==> src/rtl/cpu_ctrl_pkg.sv <==
// Shared definitions for the hardwired control sequencer: opcode map, FSM step
// enumeration, opcode classes, bit positions inside the packed ctrl word and ALU codes.
// Opcode 11001 is reserved and decodes as undefined.
package cpu_ctrl_pkg;

   // Opcode map, IR[31:27]
   localparam logic [4:0] OP_LD   = 5'b00000;
   localparam logic [4:0] OP_LDI  = 5'b00001;
   localparam logic [4:0] OP_ST   = 5'b00010;
   localparam logic [4:0] OP_ADD  = 5'b00011;
   localparam logic [4:0] OP_SUB  = 5'b00100;
   localparam logic [4:0] OP_SHR  = 5'b00101;
   localparam logic [4:0] OP_SHL  = 5'b00110;
   localparam logic [4:0] OP_ROR  = 5'b00111;
   localparam logic [4:0] OP_ROL  = 5'b01000;
   localparam logic [4:0] OP_AND  = 5'b01001;
   localparam logic [4:0] OP_OR   = 5'b01010;
   localparam logic [4:0] OP_ADDI = 5'b01011;
   localparam logic [4:0] OP_ANDI = 5'b01100;
   localparam logic [4:0] OP_ORI  = 5'b01101;
   localparam logic [4:0] OP_MUL  = 5'b01110;
   localparam logic [4:0] OP_DIV  = 5'b01111;
   localparam logic [4:0] OP_NEG  = 5'b10000;
   localparam logic [4:0] OP_NOT  = 5'b10001;
   localparam logic [4:0] OP_BR   = 5'b10010;
   localparam logic [4:0] OP_JR   = 5'b10011;
   localparam logic [4:0] OP_IN   = 5'b10100;
   localparam logic [4:0] OP_OUT  = 5'b10101;
   localparam logic [4:0] OP_MFHI = 5'b10110;
   localparam logic [4:0] OP_MFLO = 5'b10111;
   localparam logic [4:0] OP_NOP  = 5'b11000;
   localparam logic [4:0] OP_HALT = 5'b11010;

   // ALU select used for address and branch-target arithmetic
   localparam logic [4:0] OPS_ADD = 5'b00011;

   // Bit positions of the strobes inside ctrl
   localparam int unsigned C_PCOUT     = 0;
   localparam int unsigned C_PCIN      = 1;
   localparam int unsigned C_INCPC     = 2;
   localparam int unsigned C_MARIN     = 3;
   localparam int unsigned C_MDRIN     = 4;
   localparam int unsigned C_MDROUT    = 5;
   localparam int unsigned C_IRIN      = 6;
   localparam int unsigned C_READ      = 7;
   localparam int unsigned C_WRITE     = 8;
   localparam int unsigned C_RYIN      = 9;
   localparam int unsigned C_RZIN      = 10;
   localparam int unsigned C_RZLOOUT   = 11;
   localparam int unsigned C_RZHIOUT   = 12;
   localparam int unsigned C_HIIN      = 13;
   localparam int unsigned C_LOIN      = 14;
   localparam int unsigned C_HIOUT     = 15;
   localparam int unsigned C_LOOUT     = 16;
   localparam int unsigned C_GRA       = 17;
   localparam int unsigned C_GRB       = 18;
   localparam int unsigned C_GRC       = 19;
   localparam int unsigned C_RIN       = 20;
   localparam int unsigned C_ROUT      = 21;
   localparam int unsigned C_BAOUT     = 22;
   localparam int unsigned C_COUT      = 23;
   localparam int unsigned C_CONIN     = 24;
   localparam int unsigned C_PORTIN    = 25;
   localparam int unsigned C_INPORTOUT = 26;

   typedef enum logic [3:0] {
      StReset, StFetch0, StFetch1, StFetch2, StT3, StT4, StT5, StT6, StT7, StPause, StHalt
   } state_e;

   typedef enum logic [3:0] {
      ClsAlu, ClsUnary, ClsImm, ClsMulDiv, ClsLdi, ClsLd, ClsSt, ClsBr,
      ClsJr, ClsMfhi, ClsMflo, ClsIn, ClsOut, ClsNop, ClsHalt, ClsIllegal
   } op_class_e;

endpackage

==> src/rtl/opcode_class_decode.sv <==
// Combinational opcode -> instruction class decode for the control sequencer.
// Macro IO_EN: when defined, in/out decode to their own classes; otherwise they are
// undefined opcodes.
module opcode_class_decode
   import cpu_ctrl_pkg::*;
(
   input  logic [4:0] opcode_i,
   output op_class_e  op_class_o
);

   // Map each opcode to the step sequence class it runs in T3..T7
   always_comb begin
      op_class_o = ClsIllegal;
      case (opcode_i)
         OP_ADD, OP_SUB, OP_SHR, OP_SHL,
         OP_ROR, OP_ROL, OP_AND, OP_OR:    op_class_o = ClsAlu;
         OP_NEG, OP_NOT:                   op_class_o = ClsUnary;
         OP_ADDI, OP_ANDI, OP_ORI:         op_class_o = ClsImm;
         OP_MUL, OP_DIV:                   op_class_o = ClsMulDiv;
         OP_LDI:                           op_class_o = ClsLdi;
         OP_LD:                            op_class_o = ClsLd;
         OP_ST:                            op_class_o = ClsSt;
         OP_BR:                            op_class_o = ClsBr;
         OP_JR:                            op_class_o = ClsJr;
         OP_MFHI:                          op_class_o = ClsMfhi;
         OP_MFLO:                          op_class_o = ClsMflo;
`ifdef IO_EN
         OP_IN:                            op_class_o = ClsIn;
         OP_OUT:                           op_class_o = ClsOut;
`endif
         OP_NOP:                           op_class_o = ClsNop;
         OP_HALT:                          op_class_o = ClsHalt;
         default:                          op_class_o = ClsIllegal;
      endcase
   end

endmodule

==> src/rtl/control_sequencer.sv <==
// Hardwired Moore control unit for the single-bus datapath: fetch, decode of
// IR[31:27], per-class T3..T7 step sequences, memory-ready stalls, pause and halt.
// Macro IO_EN: enables the in/out instructions; otherwise PORTin/InPortOut are tied 0.
module control_sequencer
   import cpu_ctrl_pkg::*;
#(
   parameter int unsigned CTRL_W = 27,
   parameter int unsigned OPS_W  = 5
) (
   input  logic              clock,
   input  logic              clear,
   input  logic [4:0]        ir_opcode,
   input  logic              con_ff,
   input  logic              mem_ready,
   input  logic              stop,
   output logic [CTRL_W-1:0] ctrl,
   output logic [OPS_W-1:0]  ops,
   output logic              run,
   output logic              illegal_op
);

   state_e    state_q, state_d;
   logic      f1_wait_q, f1_wait_d;  // set while FETCH1 is past its entry cycle
   logic      illegal_q, illegal_d;
   op_class_e op_class;

   opcode_class_decode u_decode (
      .opcode_i   (ir_opcode),
      .op_class_o (op_class)
   );

   // Next step selection
   always_comb begin
      state_d   = state_q;
      f1_wait_d = 1'b0;
      illegal_d = illegal_q;
      unique case (state_q)
         StReset:  state_d = StFetch0;
         StFetch0: state_d = stop ? StPause : StFetch1;
         StPause:  if (!stop) state_d = StFetch0;
         StFetch1: begin
            if (mem_ready) state_d = StFetch2;
            else           f1_wait_d = 1'b1;
         end
         StFetch2: state_d = StT3;
         StT3: begin
            case (op_class)
               ClsAlu, ClsUnary, ClsImm, ClsMulDiv,
               ClsLdi, ClsLd, ClsSt, ClsBr:          state_d = StT4;
               ClsHalt:                              state_d = StHalt;
               ClsIllegal: begin
                  state_d   = StFetch0;
                  illegal_d = 1'b1;
               end
               default:                              state_d = StFetch0;
            endcase
         end
         StT4: state_d = (op_class == ClsUnary) ? StFetch0 : StT5;
         StT5: begin
            case (op_class)
               ClsMulDiv, ClsLd, ClsSt, ClsBr: state_d = StT6;
               default:                        state_d = StFetch0;
            endcase
         end
         StT6: begin
            case (op_class)
               ClsLd:   state_d = mem_ready ? StT7 : StT6;
               ClsSt:   state_d = StT7;
               default: state_d = StFetch0;
            endcase
         end
         StT7: state_d = (op_class == ClsSt && !mem_ready) ? StT7 : StFetch0;
         StHalt: state_d = StHalt;
         default: state_d = StReset;
      endcase
   end

   // Step register plus sticky flags; clear wins over any step, including memory waits
   always_ff @(posedge clock) begin
      if (clear) begin
         state_q   <= StReset;
         f1_wait_q <= 1'b0;
         illegal_q <= 1'b0;
      end else begin
         state_q   <= state_d;
         f1_wait_q <= f1_wait_d;
         illegal_q <= illegal_d;
      end
   end

   // Strobes and ALU select decoded from the current step and opcode class
   always_comb begin
      ctrl = '0;
      ops  = '0;
      run  = 1'b1;
      unique case (state_q)
         StReset, StPause, StHalt: run = 1'b0;
         StFetch0: begin
            if (!stop) begin
               ctrl[C_PCOUT] = 1'b1; ctrl[C_MARIN] = 1'b1;
               ctrl[C_INCPC] = 1'b1; ctrl[C_RZIN]  = 1'b1;
            end
         end
         StFetch1: begin
            ctrl[C_READ] = 1'b1; ctrl[C_MDRIN] = 1'b1;
            // PC update only once per fetch, however long memory stalls
            if (!f1_wait_q) begin
               ctrl[C_RZLOOUT] = 1'b1; ctrl[C_PCIN] = 1'b1;
            end
         end
         StFetch2: begin
            ctrl[C_MDROUT] = 1'b1; ctrl[C_IRIN] = 1'b1;
         end
         StT3: begin
            case (op_class)
               ClsAlu, ClsImm: begin
                  ctrl[C_GRB] = 1'b1; ctrl[C_ROUT] = 1'b1; ctrl[C_RYIN] = 1'b1;
               end
               ClsUnary: begin
                  ctrl[C_GRB] = 1'b1; ctrl[C_ROUT] = 1'b1; ctrl[C_RZIN] = 1'b1;
                  ops = OPS_W'(ir_opcode);
               end
               ClsMulDiv: begin
                  ctrl[C_GRA] = 1'b1; ctrl[C_ROUT] = 1'b1; ctrl[C_RYIN] = 1'b1;
               end
               ClsLdi, ClsLd, ClsSt: begin
                  ctrl[C_GRB] = 1'b1; ctrl[C_BAOUT] = 1'b1; ctrl[C_RYIN] = 1'b1;
               end
               ClsBr: begin
                  ctrl[C_GRA] = 1'b1; ctrl[C_ROUT] = 1'b1; ctrl[C_CONIN] = 1'b1;
               end
               ClsJr: begin
                  ctrl[C_GRA] = 1'b1; ctrl[C_ROUT] = 1'b1; ctrl[C_PCIN] = 1'b1;
               end
               ClsMfhi: begin
                  ctrl[C_HIOUT] = 1'b1; ctrl[C_GRA] = 1'b1; ctrl[C_RIN] = 1'b1;
               end
               ClsMflo: begin
                  ctrl[C_LOOUT] = 1'b1; ctrl[C_GRA] = 1'b1; ctrl[C_RIN] = 1'b1;
               end
`ifdef IO_EN
               ClsIn: begin
                  ctrl[C_INPORTOUT] = 1'b1; ctrl[C_GRA] = 1'b1; ctrl[C_RIN] = 1'b1;
               end
               ClsOut: begin
                  ctrl[C_GRA] = 1'b1; ctrl[C_ROUT] = 1'b1; ctrl[C_PORTIN] = 1'b1;
               end
`endif
               default: ;
            endcase
         end
         StT4: begin
            case (op_class)
               ClsAlu: begin
                  ctrl[C_GRC] = 1'b1; ctrl[C_ROUT] = 1'b1; ctrl[C_RZIN] = 1'b1;
                  ops = OPS_W'(ir_opcode);
               end
               ClsUnary: begin
                  ctrl[C_RZLOOUT] = 1'b1; ctrl[C_GRA] = 1'b1; ctrl[C_RIN] = 1'b1;
               end
               ClsImm: begin
                  ctrl[C_COUT] = 1'b1; ctrl[C_RZIN] = 1'b1;
                  ops = OPS_W'(ir_opcode);
               end
               ClsMulDiv: begin
                  ctrl[C_GRB] = 1'b1; ctrl[C_ROUT] = 1'b1; ctrl[C_RZIN] = 1'b1;
                  ops = OPS_W'(ir_opcode);
               end
               ClsLdi, ClsLd, ClsSt: begin
                  ctrl[C_COUT] = 1'b1; ctrl[C_RZIN] = 1'b1;
                  ops = OPS_W'(OPS_ADD);
               end
               ClsBr: begin
                  ctrl[C_PCOUT] = 1'b1; ctrl[C_RYIN] = 1'b1;
               end
               default: ;
            endcase
         end
         StT5: begin
            case (op_class)
               ClsAlu, ClsImm, ClsLdi: begin
                  ctrl[C_RZLOOUT] = 1'b1; ctrl[C_GRA] = 1'b1; ctrl[C_RIN] = 1'b1;
               end
               ClsMulDiv: begin
                  ctrl[C_RZLOOUT] = 1'b1; ctrl[C_LOIN] = 1'b1;
               end
               ClsLd, ClsSt: begin
                  ctrl[C_RZLOOUT] = 1'b1; ctrl[C_MARIN] = 1'b1;
               end
               ClsBr: begin
                  ctrl[C_COUT] = 1'b1; ctrl[C_RZIN] = 1'b1;
                  ops = OPS_W'(OPS_ADD);
               end
               default: ;
            endcase
         end
         StT6: begin
            case (op_class)
               ClsMulDiv: begin
                  ctrl[C_RZHIOUT] = 1'b1; ctrl[C_HIIN] = 1'b1;
               end
               ClsLd: begin
                  ctrl[C_READ] = 1'b1; ctrl[C_MDRIN] = 1'b1;
               end
               ClsSt: begin
                  ctrl[C_GRA] = 1'b1; ctrl[C_ROUT] = 1'b1; ctrl[C_MDRIN] = 1'b1;
               end
               ClsBr: begin
                  ctrl[C_RZLOOUT] = 1'b1;
                  ctrl[C_PCIN]    = con_ff;
               end
               default: ;
            endcase
         end
         StT7: begin
            case (op_class)
               ClsLd: begin
                  ctrl[C_MDROUT] = 1'b1; ctrl[C_GRA] = 1'b1; ctrl[C_RIN] = 1'b1;
               end
               ClsSt: ctrl[C_WRITE] = 1'b1;
               default: ;
            endcase
         end
         default: run = 1'b0;
      endcase
`ifndef IO_EN
      ctrl[C_PORTIN]    = 1'b0;
      ctrl[C_INPORTOUT] = 1'b0;
`endif
   end

   assign illegal_op = illegal_q;

endmodule

==> config.mk <==
export PLATFORM = sky130hd
export DESIGN_NAME = control_sequencer
export DESIGN_NICKNAME = d
export VERILOG_FILES = /design/src/rtl/cpu_ctrl_pkg.sv /design/src/rtl/opcode_class_decode.sv /design/src/rtl/control_sequencer.sv
export SDC_FILE = /design/constraint.sdc
export NUM_CORES = 1
export LEC_CHECK = 0
export CAP_MARGIN = 20
export CORE_MARGIN = 3
export CORE_UTILIZATION = 30
export CTS_BUF_LIST = sky130_fd_sc_hd__clkbuf_8
export DETAILED_ROUTE_END_ITERATION = 16
export PLACE_DENSITY = 0.61
export SETUP_SLACK_MARGIN = 0.3
export SLEW_MARGIN = 20
export SYNTH_ARGS = -nofsm -noshare
export SYNTH_HDL_FRONTEND = slang
export SYNTH_SLANG_ARGS = --single-unit
==> constraint.sdc <==
create_clock -name clock -period 2.8 [get_ports clock]
set_input_delay 0.84 -clock clock [delete_from_list [all_inputs] [get_ports clock]]
set_output_delay 0.84 -clock clock [all_outputs]
set_load 0.005 [all_outputs]
**Run 1: pin placement**

Pins as bars across the die edge, other pins in grey.
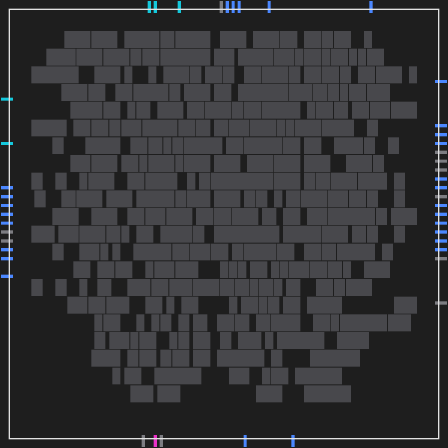
Blue stands for `ctrl`, pins 27, direction output, edge 12 right, 8 left, 5 top, 2 bottom. Cyan stands for `ir_opcode`, pins 5, direction input, edge 3 top, 2 left. Magenta stands for `clock`, pins 1, direction input, edge bottom.
All pins by edge: 18 right, 12 left, 9 top, 5 bottom.

**Run 1: metal 4**

Scale bar: 20 um.
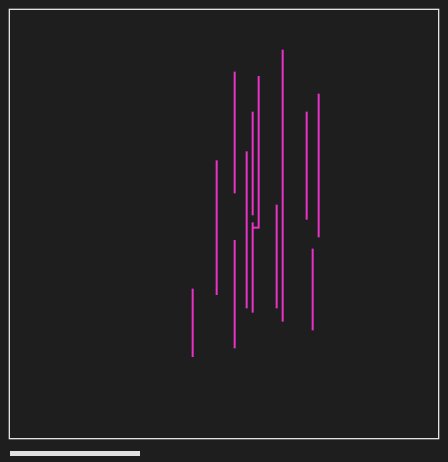
The wires run mostly vertical. The layer carries 250 um of wire. The longest straight run is 41.5 um.

==> flow_summary.html, run 1 <==
<p>Metrics extracted from the flow reports.</p>
<table>
<tr><th>Metric</th><th>Value</th></tr>
<tr><th colspan="2">Final layout</th></tr>
<tr><td>Filler-free cell count of the finished design</td><td>333</td></tr>
<tr><td>Post-route design area</td><td>2480 um^2</td></tr>
<tr><td>NumNets Final</td><td>299</td></tr>
<tr><td>Most common logic cells in the final layout</td><td>buf_4, buf_6, buf_2</td></tr>
<tr><td>Share of final-layout standard cells stronger than drive strength 1</td><td>60.3%</td></tr>
<tr><td>Area growth from synthesis to layout</td><td>132%</td></tr>
<tr><td>ANT cells</td><td>0</td></tr>
<tr><th colspan="2">Synth</th></tr>
<tr><td>Number of warnings printed during yosys synthesis</td><td>0</td></tr>
<tr><td>Seq/Total Area, Yosys</td><td>11.2%</td></tr>
<tr><td>Adder-cell area share of the yosys netlist</td><td>0%</td></tr>
<tr><td>Share of synthesized area spent on multiplexers</td><td>1.99%</td></tr>
<tr><td>Count of library flops with an enable pin</td><td>0</td></tr>
<tr><td>Synthesis-stage register bit count</td><td>6</td></tr>
<tr><td>And-or/or-and share of the synthesized area</td><td>32.5%</td></tr>
<tr><td>Post-synthesis share of cell area spent on xor and xnor gates</td><td>1.64%</td></tr>
<tr><td>Cell area after synthesis</td><td>1070 um^2</td></tr>
<tr><td>Ys async rst share</td><td>0%</td></tr>
<tr><td>Chip area line of the yosys report</td><td>1070 um^2</td></tr>
<tr><td>Gate count after technology mapping</td><td>174</td></tr>
<tr><td>Number of distinct library cells after synthesis</td><td>49</td></tr>
<tr><th colspan="2">Clocking</th></tr>
<tr><td>Worst-case clock buffer depth</td><td>2</td></tr>
<tr><td>Post-cts repair resize count</td><td>207</td></tr>
<tr><td>Master cell of the clock root buffer</td><td>clkbuf_8</td></tr>
<tr><td>CTS Hold Bufs</td><td>0</td></tr>
<tr><td>TritonCTS Buffers</td><td>3</td></tr>
<tr><td>CTS clock-pin slew for the worst setup and hold paths</td><td>0.03 ns</td></tr>
<tr><td>Number of levels the H-tree was split into</td><td>1</td></tr>
<tr><th colspan="2">Critical path</th></tr>
<tr><td>CP Cell Sequence</td><td>buf_8 &gt; or4b_4 &gt; o21ai_4 &gt; and2_4 &gt; buf_6 &gt; a211oi_2 &gt; o21ai_1 &gt; buf_2</td></tr>
<tr><td>Type of element capturing the critical path</td><td>output pin</td></tr>
<tr><td>CP max FO</td><td>5</td></tr>
<tr><td>Crit path DRT</td><td>1.96 ns</td></tr>
<tr><td>Endpoint of the lowest-slack register-to-register path</td><td>state_q[1]</td></tr>
<tr><td>Type of the setup path with the least slack</td><td>in -&gt; out</td></tr>
<tr><td>Arrival time at the worst endpoint</td><td>2.33 ns</td></tr>
<tr><td>Family of cells with the greatest summed delay on the critical path</td><td>simple AND/OR/NAND/NOR gates</td></tr>
<tr><td>Worst R2R Path Depth</td><td>6</td></tr>
<tr><td>Element type at the critical path start</td><td>input pin</td></tr>
<tr><td>Number of buffers and inverters on the critical path</td><td>3</td></tr>
<tr><td>Critical path depth in cells</td><td>8</td></tr>
<tr><td>Critical Path Start</td><td>ir_opcode[1]</td></tr>
<tr><td>Flop2flop setup slack</td><td>0.84 ns</td></tr>
<tr><th colspan="2">Timing</th></tr>
<tr><td>Hold WS</td><td>0.488 ns</td></tr>
<tr><td>Final sum of negative setup slack</td><td>-3.50 ns</td></tr>
<tr><td>Final tally of setup violations</td><td>17</td></tr>
<tr><td>Time the worst path needs with I/O delays and setup</td><td>3.17 ns</td></tr>
<tr><td>Period Utilization, post-route</td><td>113%</td></tr>
<tr><td>Final slew viol count</td><td>0</td></tr>
<tr><td>Max frequency</td><td>315 MHz</td></tr>
<tr><td>Worst Slack Setup Final</td><td>-0.371 ns</td></tr>
<tr><th colspan="2">Power and ir drop</th></tr>
<tr><td>Clock share of power</td><td>20.5%</td></tr>
<tr><td>Worst supply voltage drop on vdd</td><td>0.203 mV</td></tr>
<tr><td>Total leakage power</td><td>1.15 nW</td></tr>
<tr><td>Total power density per cell area</td><td>273 nW/um^2</td></tr>
<tr><td>Gate power share</td><td>63.8%</td></tr>
<tr><td>Clock distribution power</td><td>0.000139 W</td></tr>
<tr><td>Register share of total power</td><td>15.6%</td></tr>
<tr><td>Net switching power figure</td><td>0.000262 W</td></tr>
<tr><td>Leading power group</td><td>combinational logic</td></tr>
<tr><td>Reported combinational group power</td><td>0.000433 W</td></tr>
<tr><td>Total power</td><td>0.000677 W</td></tr>
<tr><td>Switching fraction of total power</td><td>38.7%</td></tr>
<tr><th colspan="2">Global route</th></tr>
<tr><td>Aggregate global-route resource usage</td><td>27.5%</td></tr>
<tr><td>Met1 track demand over resource in global routing</td><td>32.3%</td></tr>
<tr><td>First-pass GRT wire length</td><td>9090 um</td></tr>
<tr><td>Met2 Use GR</td><td>48.2%</td></tr>
<tr><td>Number of antenna violations at the first check in global routing</td><td>0</td></tr>
<tr><td>Global-route track usage on met3</td><td>4.62%</td></tr>
<tr><th colspan="2">Placement</th></tr>
<tr><td>Number of port buffers</td><td>41</td></tr>
<tr><td>Cell count after placement</td><td>296</td></tr>
<tr><th colspan="2">Die</th></tr>
<tr><td>Number of cell rows</td><td>21</td></tr>
<tr><td>Total Die Area</td><td>4320 um^2</td></tr>
<tr><td>I/O pin total</td><td>44</td></tr>
<tr><td>Area of the core</td><td>3390 um^2</td></tr>
<tr><td>Init Core Util</td><td>31.6%</td></tr>
<tr><td>Die extent in x</td><td>65.7 um</td></tr>
<tr><th colspan="2">Routing</th></tr>
<tr><td>DR vias</td><td>1893</td></tr>
<tr><td>Total length of routed wires</td><td>6100 um</td></tr>
<tr><td>Wire length on met2</td><td>3070 um</td></tr>
<tr><td># DRC</td><td>0</td></tr>
<tr><td>Vias per inst</td><td>5.68</td></tr>
<tr><td>Uppermost layer routed</td><td>met4</td></tr>
<tr><td>WL per Instance</td><td>18.3 um</td></tr>
<tr><td>Total length of routed met3 wires</td><td>468 um</td></tr>
<tr><td>Starting DRT DRC Count</td><td>137</td></tr>
<tr><th colspan="2">Flow run</th></tr>
<tr><td>Number of maximum-capacitance constraint violations</td><td>0</td></tr>
<tr><td>Number of warnings in the stage logs</td><td>29</td></tr>
<tr><th colspan="2">Run status</th></tr>
<tr><td>Run status</td><td>finished with violations</td></tr>
<tr><td>Violated checks</td><td>negative setup slack</td></tr>
</table>
**Run 1: clock nets**

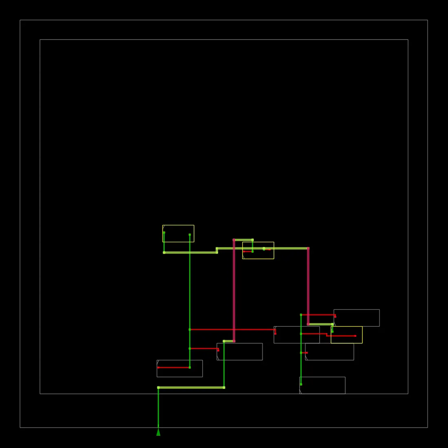
number of clock buffers in the layout: 3
clock tree sinks: 6
number of sequential storage elements: 6
final setup skew: 0.00799 ns
worst skew pair latency: 0.24 ns

-- run 1: how the worst min path moves through the flow --
stage	startpoint	endpoint	slack [ns]	depth (start not counted)
global placement	illegal_op	illegal_op	0.46	2
CTS	illegal_op	illegal_op	0.49	2
global route	illegal_op	illegal_op	0.49	2
floorplan	illegal_op	illegal_op	0.46	2
detailed placement	illegal_op	illegal_op	0.48	2
finish	illegal_op	illegal_op	0.49	2
-- run 1: Yosys cell counts, types with 2 or more instances --
master	count	area share (%)
a2bb2oi_1	3	2.5
xnor2_1	2	1.6
nor2b_1	3	1.8
inv_1	5	1.8
nand2_1	24	8.4
or3_1	4	2.3
a211oi_1	3	2.1
o311a_1	2	1.9
buf_1	2	0.70
or4_1	4	2.8
nand3_1	4	1.9
or2_2	2	1.2
o31ai_1	3	2.1
nor2_1	26	9.1
nor3_1	7	3.3
nand4_1	2	1.2
nand3b_1	2	1.4
dfxtp_1	6	11
a31oi_1	2	1.2
o21ai_2	2	1.6
a21oi_1	8	3.7
o22ai_1	3	1.8
buf_4	3	2.1
clkbuf_1	8	2.8
nand2b_1	8	4.7
o21ai_0	13	6.1
-- run 1: area by class of cell --
class	count	area (um^2)
multi-input combinational	149	1170
timing repair buffer	124	1080
fill	234	907
sequential	6	121
tap	46	57.6
clock buffer	3	41.3
inverter	5	18.8
-- run 1: worst register-to-register path, cell delays in order, from the launching register on --
cell and delay, ns:
dfxtp_1 0.47, nor2b_1 0.15, nand3_1 0.22, buf_4 0.19, nor3_1 0.06, a221o_1 0.32
o41a_1 0.42
-- run 1: logic make-up (layout without fill, tap and decap cells) --
group | count (synthesis) | in the layout
flip-flops | 6 | 6
AND-OR/OR-AND | 50 | 50
XOR/XNOR | 2 | 2
AND/OR/NAND/NOR | 93 | 93
other | 1 | 2
multiplexers | 2 | 2
buffers and inverters | 20 | 132
==> run 1 -> run 2 <==
--- a/config.mk
+++ b/config.mk
@@ -9,10 +9,12 @@
 export CORE_MARGIN = 3
 export CORE_UTILIZATION = 30
 export CTS_BUF_LIST = sky130_fd_sc_hd__clkbuf_8
+export CTS_CLUSTER_SIZE = 30
 export DETAILED_ROUTE_END_ITERATION = 16
 export PLACE_DENSITY = 0.61
 export SETUP_SLACK_MARGIN = 0.3
-export SLEW_MARGIN = 20
+export SKIP_CTS_REPAIR_TIMING = 1
+export SLEW_MARGIN = 10
 export SYNTH_ARGS = -nofsm -noshare
 export SYNTH_HDL_FRONTEND = slang
 export SYNTH_SLANG_ARGS = --single-unit
**Run 2: routed clock nets over the placement**

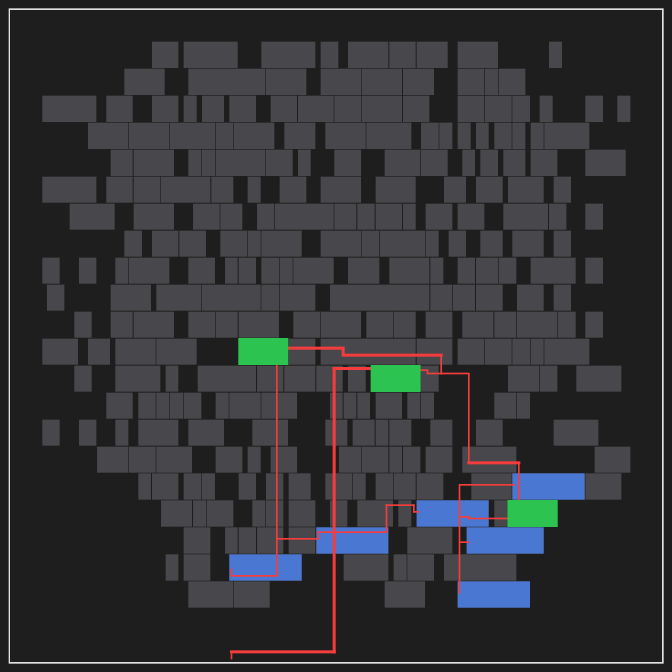
Red stands for clock wires, length 167 um. Green stands for clock-net drivers, count 3. Blue stands for flip-flops, count 6.
There are 4 routed clock nets.

==> run 2 against run 1 <==
Effect of this change:
- the run still ends with negative setup slack left
- critical path type unchanged
- largest cell class unchanged
- critical path depth rose by 1
- largest power group unchanged
- total power down 8.7%
- clock skew fell by 0.0019 ns
- hold slack worse by 0.00071 ns
- sequential power is essentially flat
==> flow_summary.html, run 2 <==
<p>Metrics extracted from the flow reports.</p>
<table>
<tr><th>Metric</th><th>Value</th></tr>
<tr><th colspan="2">Critical path</th></tr>
<tr><td>Type of element capturing the critical path</td><td>output pin</td></tr>
<tr><td>Type of the setup path with the least slack</td><td>in -&gt; out</td></tr>
<tr><td>Worst R2R Path Depth</td><td>6 (unchanged)</td></tr>
<tr><td>CP max FO</td><td>6 (+1)</td></tr>
<tr><td>Arrival time at the worst endpoint</td><td>2.31 ns (-0.02 ns)</td></tr>
<tr><th colspan="2">Global route</th></tr>
<tr><td>Global-route track usage on met3</td><td>3.93% (-0.68 points)</td></tr>
<tr><td>Met2 Use GR</td><td>37.7% (-11 points)</td></tr>
<tr><td>First-pass GRT wire length</td><td>7520 um (-17%)</td></tr>
<tr><td>Aggregate global-route resource usage</td><td>22.3% (-5.2 points)</td></tr>
<tr><th colspan="2">Power and ir drop</th></tr>
<tr><td>Total power density per cell area</td><td>278 nW/um^2 (+1.9%)</td></tr>
<tr><td>Total leakage power</td><td>1.11 nW (-3.8%)</td></tr>
<tr><th colspan="2">Run status</th></tr>
<tr><td>Run status</td><td>finished with violations</td></tr>
<tr><td>Violated checks</td><td>negative setup slack</td></tr>
<tr><th colspan="2">Clocking</th></tr>
<tr><td>TritonCTS Buffers</td><td>3 (unchanged)</td></tr>
<tr><td>Number of levels the H-tree was split into</td><td>1 (unchanged)</td></tr>
<tr><td>Clock tree sinks</td><td>6 (unchanged)</td></tr>
<tr><th colspan="2">Synth</th></tr>
<tr><td>Number of distinct library cells after synthesis</td><td>49 (unchanged)</td></tr>
<tr><td>Synthesis-stage register bit count</td><td>6 (unchanged)</td></tr>
<tr><td>Chip area line of the yosys report</td><td>1070 um^2 (unchanged)</td></tr>
<tr><td>Seq/Total Area, Yosys</td><td>11.2% (unchanged)</td></tr>
<tr><td>Yosys top cell area share</td><td>11.2% (unchanged)</td></tr>
<tr><td>Top cell types by occurrence after synthesis</td><td>nor2_1, nand2_1, o21ai_0</td></tr>
<tr><td>Gate count after technology mapping</td><td>174 (unchanged)</td></tr>
<tr><th colspan="2">Die</th></tr>
<tr><td>Number of cell rows</td><td>21 (unchanged)</td></tr>
<tr><td>Area of the core</td><td>3390 um^2 (unchanged)</td></tr>
<tr><th colspan="2">Timing</th></tr>
<tr><td>Final setup skew</td><td>0.00609 ns (-0.00190 ns)</td></tr>
<tr><td>Final sum of negative setup slack</td><td>-3.49 ns (+0.0107 ns)</td></tr>
<tr><td>Final tally of setup violations</td><td>16 (-1)</td></tr>
<tr><td>Worst Slack Setup Final</td><td>-0.350 ns (+0.0211 ns)</td></tr>
<tr><td>Time the worst path needs with I/O delays and setup</td><td>3.15 ns (-0.0211 ns)</td></tr>
<tr><td>Hold WS</td><td>0.487 ns (-0.000714 ns)</td></tr>
<tr><th colspan="2">Placement</th></tr>
<tr><td>Number of port buffers</td><td>41 (unchanged)</td></tr>
<tr><th colspan="2">Final layout</th></tr>
<tr><td>Filler-free cell count of the finished design</td><td>314 (-5.7%)</td></tr>
<tr><td>ANT cells</td><td>0 (unchanged)</td></tr>
<tr><td>NumNets Final</td><td>280 (-6.4%)</td></tr>
<tr><th colspan="2">Routing</th></tr>
<tr><td># DRC</td><td>0 (unchanged)</td></tr>
</table>
run 2: cell counts after synthesis:
Identical to the previous run, type by type.
run 2: metal layers:
layer | up-vias | wire [um]
met5 | - | 0
met4 | 0 | 67
met3 | 6 | 340
met2 | 79 | 2550
met1 | 830 | 2100
li1 | 826 | -
run 2: how the worst max path moves through the flow:
stage | cells past startpoint | to | from | slack (ns)
after global placement | 7 | ctrl[21] | ir_opcode[1] | -1.05
final | 9 | ctrl[21] | ir_opcode[2] | -0.35
after detailed placement | 7 | ctrl[21] | ir_opcode[1] | -1.08
after global routing | 9 | ctrl[21] | ir_opcode[2] | -0.37
after CTS | 7 | ctrl[21] | ir_opcode[1] | -1.08
after floorplan | 6 | ctrl[4] | ir_opcode[2] | -0.05
run 2: kinds of logic after synthesis:
family                 share of synthesized area (%)
AND/OR/NAND/NOR                                 43.4
AND-OR/OR-AND                                   32.5
buffers and inverters                           8.89
flip-flops                                      11.2
XOR/XNOR                                        1.64
multiplexers                                    1.99
other                                          0.351
run 2: final cells by class:
class / instances / area, um^2
clock buffers: 3 / 41.3
fillers: 293 / 1160
inverters: 5 / 18.8
multi-input cells: 149 / 1090
flip-flops and latches: 6 / 121
well taps: 46 / 57.6
repair buffers: 105 / 898
run 2: report_power, final:
group,switching [W],internal (W)
clock network,0.0000440,0.0000929
logic,0.000178,0.000197
registers,0.0000121,0.0000941
total,0.000234,0.000384
run 2: critical path, stage by stage:
cell	delay, ns
buf_8	0.11
or4b_4	0.59
o21ai_4	0.11
buf_6	0.12
and2_4	0.15
buf_6	0.10
a211oi_2	0.04
o21ai_1	0.10
buf_2	0.15
Power is estimated from default activity; no workload was simulated.
